### config.mk
export PLATFORM = sky130hd
export DESIGN_NAME = alu_op_sequencer
export DESIGN_NICKNAME = d
export VERILOG_FILES = /design/src/rtl/alu_ctrl_pkg.sv /design/src/rtl/iter_muldiv.sv /design/src/rtl/alu_op_sequencer.sv
export SDC_FILE = /design/constraint.sdc
export NUM_CORES = 1
export LEC_CHECK = 0
export CAP_MARGIN = 10
export CORE_MARGIN = 2
export CORE_UTILIZATION = 60
export DETAILED_ROUTE_END_ITERATION = 16
export HOLD_SLACK_MARGIN = 0.1
export PLACE_DENSITY = 0.82
export SLEW_MARGIN = 25
export SYNTH_ARGS = -nofsm -noshare
export SYNTH_HDL_FRONTEND = slang
export SYNTH_SLANG_ARGS = --single-unit
### constraint.sdc
create_clock -name clk -period 6.21 [get_ports clk]
set_input_delay 1.242 -clock clk [delete_from_list [all_inputs] [get_ports clk]]
set_output_delay 1.242 -clock clk [all_outputs]
set_load 0.02 [all_outputs]
### src/rtl/alu_ctrl_pkg.sv
// Shared definitions for the ALU op sequencer.
//   - ALU select codes driven on the sel output
//   - ALUOp class codes from the main decoder
//   - R-type Func codes
//   - FSM state enum of the sequencer
package alu_ctrl_pkg;

    // ALU select codes
    localparam logic [3:0] SEL_AND = 4'b0000;
    localparam logic [3:0] SEL_OR  = 4'b0001;
    localparam logic [3:0] SEL_ADD = 4'b0010;
    localparam logic [3:0] SEL_MUL = 4'b0011;
    localparam logic [3:0] SEL_DIV = 4'b0100;
    localparam logic [3:0] SEL_SUB = 4'b0110;
    localparam logic [3:0] SEL_SLT = 4'b0111;
    localparam logic [3:0] SEL_NOP = 4'b1000;
    localparam logic [3:0] SEL_ILL = 4'b1111;

    // ALUOp classes
    localparam logic [2:0] ALUOP_ADD   = 3'b000;
    localparam logic [2:0] ALUOP_SUB   = 3'b001;
    localparam logic [2:0] ALUOP_RTYPE = 3'b010;
    localparam logic [2:0] ALUOP_AND   = 3'b011;
    localparam logic [2:0] ALUOP_OR    = 3'b100;
    localparam logic [2:0] ALUOP_SLT   = 3'b101;

    // R-type function codes
    localparam logic [5:0] FUNC_ADD = 6'b100000;
    localparam logic [5:0] FUNC_SUB = 6'b100010;
    localparam logic [5:0] FUNC_AND = 6'b100100;
    localparam logic [5:0] FUNC_OR  = 6'b100101;
    localparam logic [5:0] FUNC_SLT = 6'b101010;
    localparam logic [5:0] FUNC_NOP = 6'b000000;
    localparam logic [5:0] FUNC_MUL = 6'b000010;
    localparam logic [5:0] FUNC_DIV = 6'b011010;

    typedef enum logic [1:0] {
        ST_IDLE,
        ST_MUL,
        ST_DIV,
        ST_DONE
    } state_t;

endpackage

### src/rtl/iter_muldiv.sv
// Iterative unsigned multiply / divide, one bit per cycle over WIDTH cycles.
// Ports:
//   clk, rst_n   clock, asynchronous active-low reset
//   start        load operands and begin (ignored while busy)
//   mode         0 = multiply (shift-add), 1 = divide (restoring)
//   a, b         operands (a = multiplicand / dividend, b = multiplier / divisor)
//   busy         iteration in progress
//   done         final iteration happens this cycle; lo/hi carry the final value
//   lo, hi       low product / quotient and high product / remainder
// lo/hi show the result of the step being taken while busy, so the consumer can
// capture the final value on the same edge that retires the last step. Once
// idle they show the registered result, which stays put until the next start.
module iter_muldiv #(
    parameter int WIDTH = 32
) (
    input  logic             clk,
    input  logic             rst_n,
    input  logic             start,
    input  logic             mode,
    input  logic [WIDTH-1:0] a,
    input  logic [WIDTH-1:0] b,
    output logic             busy,
    output logic             done,
    output logic [WIDTH-1:0] lo,
    output logic [WIDTH-1:0] hi
);

    localparam int CNT_W = $clog2(WIDTH + 1);

    logic [CNT_W-1:0] count;
    logic             mode_q;
    logic [WIDTH-1:0] acc_hi;   // product high half / partial remainder
    logic [WIDTH-1:0] acc_lo;   // multiplier shifting into product / dividend shifting into quotient
    logic [WIDTH-1:0] operand;  // multiplicand / divisor
    logic [WIDTH-1:0] step_hi;
    logic [WIDTH-1:0] step_lo;
    logic [WIDTH:0]   mul_sum;
    logic [WIDTH:0]   div_shift;
    logic [WIDTH:0]   div_diff;

    always_comb begin
        // NOTE: every combinational output gets a default first so no path can infer a latch.
        step_hi   = acc_hi;
        step_lo   = acc_lo;
        mul_sum   = {1'b0, acc_hi} + (acc_lo[0] ? {1'b0, operand} : '0);
        div_shift = {acc_hi, acc_lo[WIDTH-1]};
        div_diff  = div_shift - {1'b0, operand};
        if (mode_q) begin
            // Borrow out of the top bit means the divisor did not fit: restore.
            if (!div_diff[WIDTH]) begin
                step_hi = div_diff[WIDTH-1:0];
                step_lo = {acc_lo[WIDTH-2:0], 1'b1};
            end else begin
                step_hi = div_shift[WIDTH-1:0];
                step_lo = {acc_lo[WIDTH-2:0], 1'b0};
            end
        end else begin
            step_hi = mul_sum[WIDTH:1];
            step_lo = {mul_sum[0], acc_lo[WIDTH-1:1]};
        end
    end

    assign busy = (count != '0);
    assign done = (count == CNT_W'(1));
    assign lo   = busy ? step_lo : acc_lo;
    assign hi   = busy ? step_hi : acc_hi;

    // NOTE: state registers use non-blocking assignments so every flop samples pre-edge values.
    always_ff @(posedge clk or negedge rst_n) begin
        if (!rst_n) begin
            count   <= '0;
            mode_q  <= 1'b0;
            acc_hi  <= '0;
            acc_lo  <= '0;
            operand <= '0;
        end else if (start && !busy) begin
            count   <= CNT_W'(WIDTH);
            mode_q  <= mode;
            acc_hi  <= '0;
            acc_lo  <= mode ? a : b;
            operand <= mode ? b : a;
        end else if (busy) begin
            count   <= count - CNT_W'(1);
            acc_hi  <= step_hi;
            acc_lo  <= step_lo;
        end
    end

endmodule

### src/rtl/alu_op_sequencer.sv
// ALU control decode plus execution with valid/ready handshakes on both sides.
// Single-cycle ops complete on the accept edge; MUL and DIV run on iter_muldiv.
// Ports:
//   clk, rst_n            clock, asynchronous active-low reset
//   in_valid / in_ready   operation handshake from decode
//   ALUOp, Func           op class and R-type function field
//   A, B                  operands
//   out_valid / out_ready result handshake towards EX/MEM
//   sel                   select code of the completed op
//   result, result_hi     primary result and high product / remainder
//   zero                  result == 0
//   illegal               unknown ALUOp/Func combination
//   div_by_zero           DIV with B == 0
module alu_op_sequencer
    import alu_ctrl_pkg::*;
#(
    parameter int WIDTH   = 32,
    parameter int ALUOP_W = 3,
    parameter int FUNC_W  = 6
) (
    input  logic               clk,
    input  logic               rst_n,
    input  logic               in_valid,
    output logic               in_ready,
    input  logic [ALUOP_W-1:0] ALUOp,
    input  logic [FUNC_W-1:0]  Func,
    input  logic [WIDTH-1:0]   A,
    input  logic [WIDTH-1:0]   B,
    output logic               out_valid,
    input  logic               out_ready,
    output logic [3:0]         sel,
    output logic [WIDTH-1:0]   result,
    output logic [WIDTH-1:0]   result_hi,
    output logic               zero,
    output logic               illegal,
    output logic               div_by_zero
);

    state_t           state, state_nxt;
    logic [3:0]       dec_sel;
    logic [WIDTH-1:0] sc_res, sc_hi;
    logic             sc_dbz;
    logic             is_mul, is_div, accept, slot_free, md_start;
    logic             md_busy, md_done, md_is_div;
    logic [WIDTH-1:0] md_lo, md_hi;
    logic             wr, wr_from_md;
    logic [3:0]       wr_sel;
    logic [WIDTH-1:0] wr_res, wr_hi;

    // Decode
    always_comb begin
        dec_sel = SEL_ILL;
        if (ALUOp == ALUOP_W'(ALUOP_ADD))      dec_sel = SEL_ADD;
        else if (ALUOp == ALUOP_W'(ALUOP_SUB)) dec_sel = SEL_SUB;
        else if (ALUOp == ALUOP_W'(ALUOP_AND)) dec_sel = SEL_AND;
        else if (ALUOp == ALUOP_W'(ALUOP_OR))  dec_sel = SEL_OR;
        else if (ALUOp == ALUOP_W'(ALUOP_SLT)) dec_sel = SEL_SLT;
        else if (ALUOp == ALUOP_W'(ALUOP_RTYPE)) begin
            case (Func)
                FUNC_W'(FUNC_ADD): dec_sel = SEL_ADD;
                FUNC_W'(FUNC_SUB): dec_sel = SEL_SUB;
                FUNC_W'(FUNC_AND): dec_sel = SEL_AND;
                FUNC_W'(FUNC_OR):  dec_sel = SEL_OR;
                FUNC_W'(FUNC_SLT): dec_sel = SEL_SLT;
                FUNC_W'(FUNC_NOP): dec_sel = SEL_NOP;
                FUNC_W'(FUNC_MUL): dec_sel = SEL_MUL;
                FUNC_W'(FUNC_DIV): dec_sel = SEL_DIV;
                default:           dec_sel = SEL_ILL;
            endcase
        end
    end

    // Single-cycle datapath. The DIV arm is only ever written out when B == 0;
    // a real divide goes to the iterative unit.
    always_comb begin
        sc_res = '0;
        sc_hi  = '0;
        sc_dbz = 1'b0;
        case (dec_sel)
            SEL_AND: sc_res = A & B;
            SEL_OR:  sc_res = A | B;
            SEL_ADD: sc_res = A + B;
            SEL_SUB: sc_res = A - B;
            SEL_SLT: sc_res = {{(WIDTH-1){1'b0}}, ($signed(A) < $signed(B))};
            SEL_DIV: begin
                sc_res = '1;
                sc_hi  = A;
                sc_dbz = 1'b1;
            end
            default: ;
        endcase
    end

    assign is_mul    = (dec_sel == SEL_MUL);
    assign is_div    = (dec_sel == SEL_DIV);
    assign slot_free = !out_valid || out_ready;
    assign in_ready  = rst_n && (state == ST_IDLE) && !md_busy && slot_free;
    assign accept    = in_valid && in_ready;
    assign md_start  = accept && (is_mul || (is_div && (B != '0)));

    iter_muldiv #(.WIDTH(WIDTH)) u_muldiv (
        .clk   (clk),
        .rst_n (rst_n),
        .start (md_start),
        .mode  (is_div),
        .a     (A),
        .b     (B),
        .busy  (md_busy),
        .done  (md_done),
        .lo    (md_lo),
        .hi    (md_hi)
    );

    // FSM next state and output-register write enable
    always_comb begin
        state_nxt  = state;
        wr         = 1'b0;
        wr_from_md = 1'b0;
        case (state)
            ST_IDLE: begin
                if (accept) begin
                    if (md_start) state_nxt = is_mul ? ST_MUL : ST_DIV;
                    else          wr = 1'b1;
                end
            end
            ST_MUL, ST_DIV: begin
                if (md_done) begin
                    if (slot_free) begin
                        wr         = 1'b1;
                        wr_from_md = 1'b1;
                        state_nxt  = ST_IDLE;
                    end else begin
                        state_nxt  = ST_DONE;
                    end
                end
            end
            ST_DONE: begin
                if (slot_free) begin
                    wr         = 1'b1;
                    wr_from_md = 1'b1;
                    state_nxt  = ST_IDLE;
                end
            end
            default: state_nxt = ST_IDLE;
        endcase
    end

    assign wr_sel = wr_from_md ? (md_is_div ? SEL_DIV : SEL_MUL) : dec_sel;
    assign wr_res = wr_from_md ? md_lo : sc_res;
    assign wr_hi  = wr_from_md ? md_hi : sc_hi;

    always_ff @(posedge clk or negedge rst_n) begin
        if (!rst_n) begin
            state     <= ST_IDLE;
            md_is_div <= 1'b0;
        end else begin
            state <= state_nxt;
            if (md_start) md_is_div <= is_div;
        end
    end

    // Output register: holds while stalled, drops valid and flags on handshake
    // unless a new result lands on the same edge.
    always_ff @(posedge clk or negedge rst_n) begin
        if (!rst_n) begin
            out_valid   <= 1'b0;
            sel         <= '0;
            result      <= '0;
            result_hi   <= '0;
            zero        <= 1'b0;
            illegal     <= 1'b0;
            div_by_zero <= 1'b0;
        end else if (wr) begin
            out_valid   <= 1'b1;
            sel         <= wr_sel;
            result      <= wr_res;
            result_hi   <= wr_hi;
            zero        <= (wr_res == '0);
            illegal     <= !wr_from_md && (dec_sel == SEL_ILL);
            div_by_zero <= !wr_from_md && sc_dbz;
        end else if (out_valid && out_ready) begin
            out_valid   <= 1'b0;
            illegal     <= 1'b0;
            div_by_zero <= 1'b0;
        end
    end

endmodule

Fig. 1: signal wires on met4
Scale: 2 px per um.
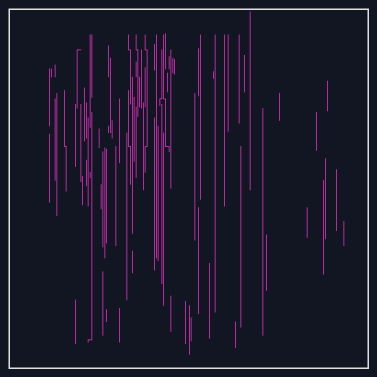
share of all routed wire: 4.9%
main direction: vertical

Fig. 2: clock network drawn from the DEF
Scale: 3 px per um.
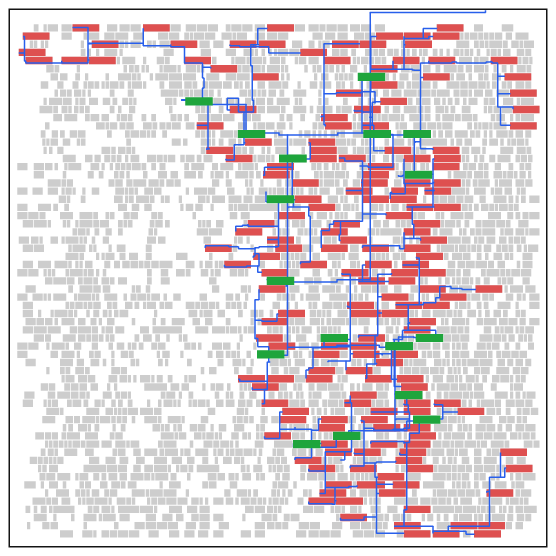
[green] clock-net drivers | count: 17
[red] flip-flops | count: 178
[blue] clock wires | length: 2190 um
routed clock nets: 18

Fig. 3: placement density heat map
Scale: 1.5 px per um. The die is cut into 18 by 18 equal tiles; white is low, dark blue is high, 0 to 100% covered.
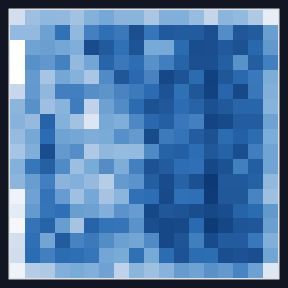
fullest tile: 96%
nearly empty tiles: 0.90%
mean over tiles: 63%
tiles over 75% full: 37%

==> flow_summary.rst <==
Flow metrics
------------

.. list-table::
   :header-rows: 1

   * - Metric
     - Value
   * - Status
     - finished, final reports clean
   * - Crit path time final
     - between 5000 and 6000 ps
   * - Area share of the largest cell type after synthesis
     - between 20% and 30%
   * - Most instantiated flip-flop cell in the synthesis netlist
     - dfrtp_1
   * - Floorplan-stage core utilization
     - roughly three fifths
   * - Drt initial violations
     - about 2700
   * - Post-cts hold-fix buffer tally
     - 0
   * - Non-clock buffer count
     - 208
   * - Launching element type of the critical path
     - primary input
   * - Buffers on Ports
     - between 100 and 150
   * - Routed wl met2
     - ~29 mm
   * - Fmax
     - 179.9 MHz
   * - Logic share of the area
     - approximately 61%
   * - Maximum cell stage delay along the critical path
     - between 800 and 900 ps
   * - Critical path, cell by cell
     - clkdlybuf4s50_1, nand2b_1, a31oi_1, or3b_1, mux2i_1, xor2_1, a211oi_1, a41o_1, nand4b_1, nor4_1, buf_4, nand4_1, a2111o_1, o31ai_2
   * - Average wire per cell in the routed design
     - ~24 um
   * - Leading post-synthesis cells by instance count
     - nor2_1 (254), nand2_1 (251), a21oi_1 (244)
   * - Post-synthesis area per instance
     - about 7.6 um2
   * - Gr busiest metal
     - met2
   * - Post-Synthesis Cells
     - roughly 2400
   * - Ys Warns
     - 0
   * - Relative slew slack
     - between 20 and 25%
   * - Share of the clock period used by the worst path after layout
     - ~90%
   * - Chip area
     - around 0.032 mm2
   * - Max-capacitance violation count
     - 0
   * - Hold violation count in the final report
     - 0
Fig. 4: PDN straps and rails
Scale: 3 px per um. Pins as bars on the die edge.
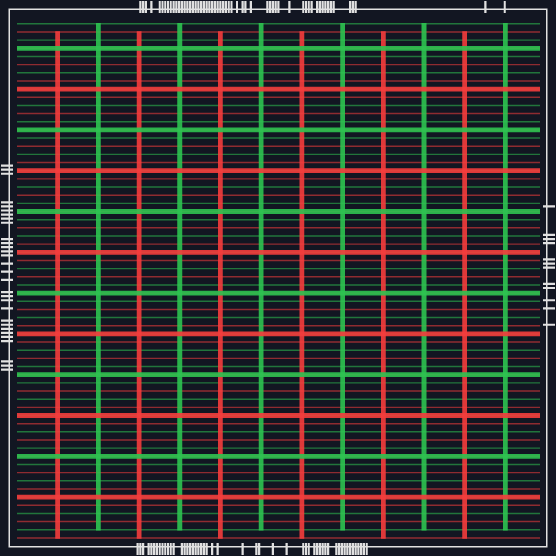
| colour | net |
|---|---|
| red | VSS |
| green | VDD |
met5 straps: 12
rows: 63
met4 straps: 12

Fig. 5: track usage over the die
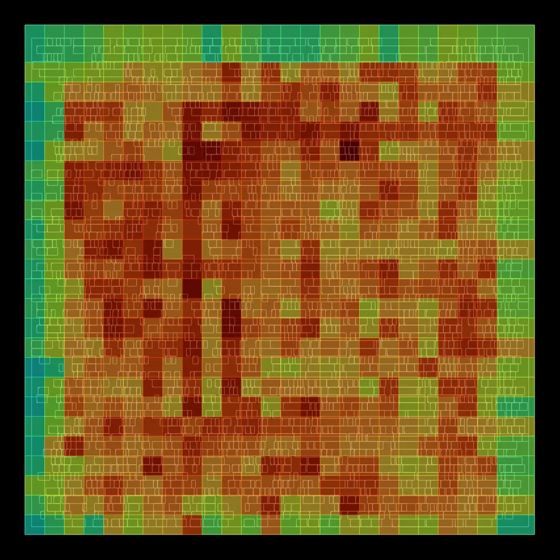
GRT met3 Usage: 13.38%
met2 track demand over resource: 62.08%

registers in the layout, indices dropped and copies added, names as in the netlist, 2 cells and up:
signal and cells:
sel 4, result_hi 32, u_muldiv.acc_lo 32, state 2, u_muldiv.acc_hi 32, result 32, u_muldiv.operand 32, u_muldiv.count 6
worst max-delay path: cells and delay by family:
family	cells	cell delay, ps
buffers and inverters	2	830
muxes	1	300
AOI/OAI and AO/OA	5	1640
and+or+nand+nor	5	1770
xor gates and xnor gates	1	110
through the flow:
| step | util, % | hold WS, ps | cell area (um2) | instances |
|---|---|---|---|---|
| 2_1_floorplan | - | 442.6 | 18310 | 2416 |
| 3_3_place_gp | 67.47 | 453.8 | 20160 | 2868 |
| 3_5_place_dp | 67.48 | 459.8 | 20160 | 2868 |
| 4_1_cts | 69.30 | 476.4 | 20700 | 2900 |
| 5_1_grt | 69.30 | 489.8 | 20700 | 2900 |
| 6_report | 69.30 | 470.6 | 20700 | 2900 |
path summary, 6_finish.rpt:
| check | end | from | cells after the start |
|---|---|---|---|
| setup / recovery | zero$_DFFE_PN0P_ | Func[2] | 14 |
| hold / removal | result[21]$_DFFE_PN0P_ | result[21]$_DFFE_PN0P_ | 2 |
| setup reg to reg | result_hi[3]$_DFFE_PN0P_ | u_muldiv.acc_lo[31]$_DFF_PN0_ | 17 |
| hold reg to reg | result[21]$_DFFE_PN0P_ | result[21]$_DFFE_PN0P_ | 2 |
| max in group asynchronous | result[31]$_DFFE_PN0P_ | rst_n | 2 |
| min in group asynchronous | u_muldiv.acc_hi[27]$_DFF_PN0_ | rst_n | 1 |
report_power, final:
group | leakage, nW | switching, W | internal, W
clock | 0.256 | 0.000494 | 0.000532
sequential | 2.01 | 0.000496 | 0.00165
combinational | 6.68 | 0.00351 | 0.00245
total | 8.95 | 0.00450 | 0.00463
No activity file was given, so power comes from the tool's default toggle rates.
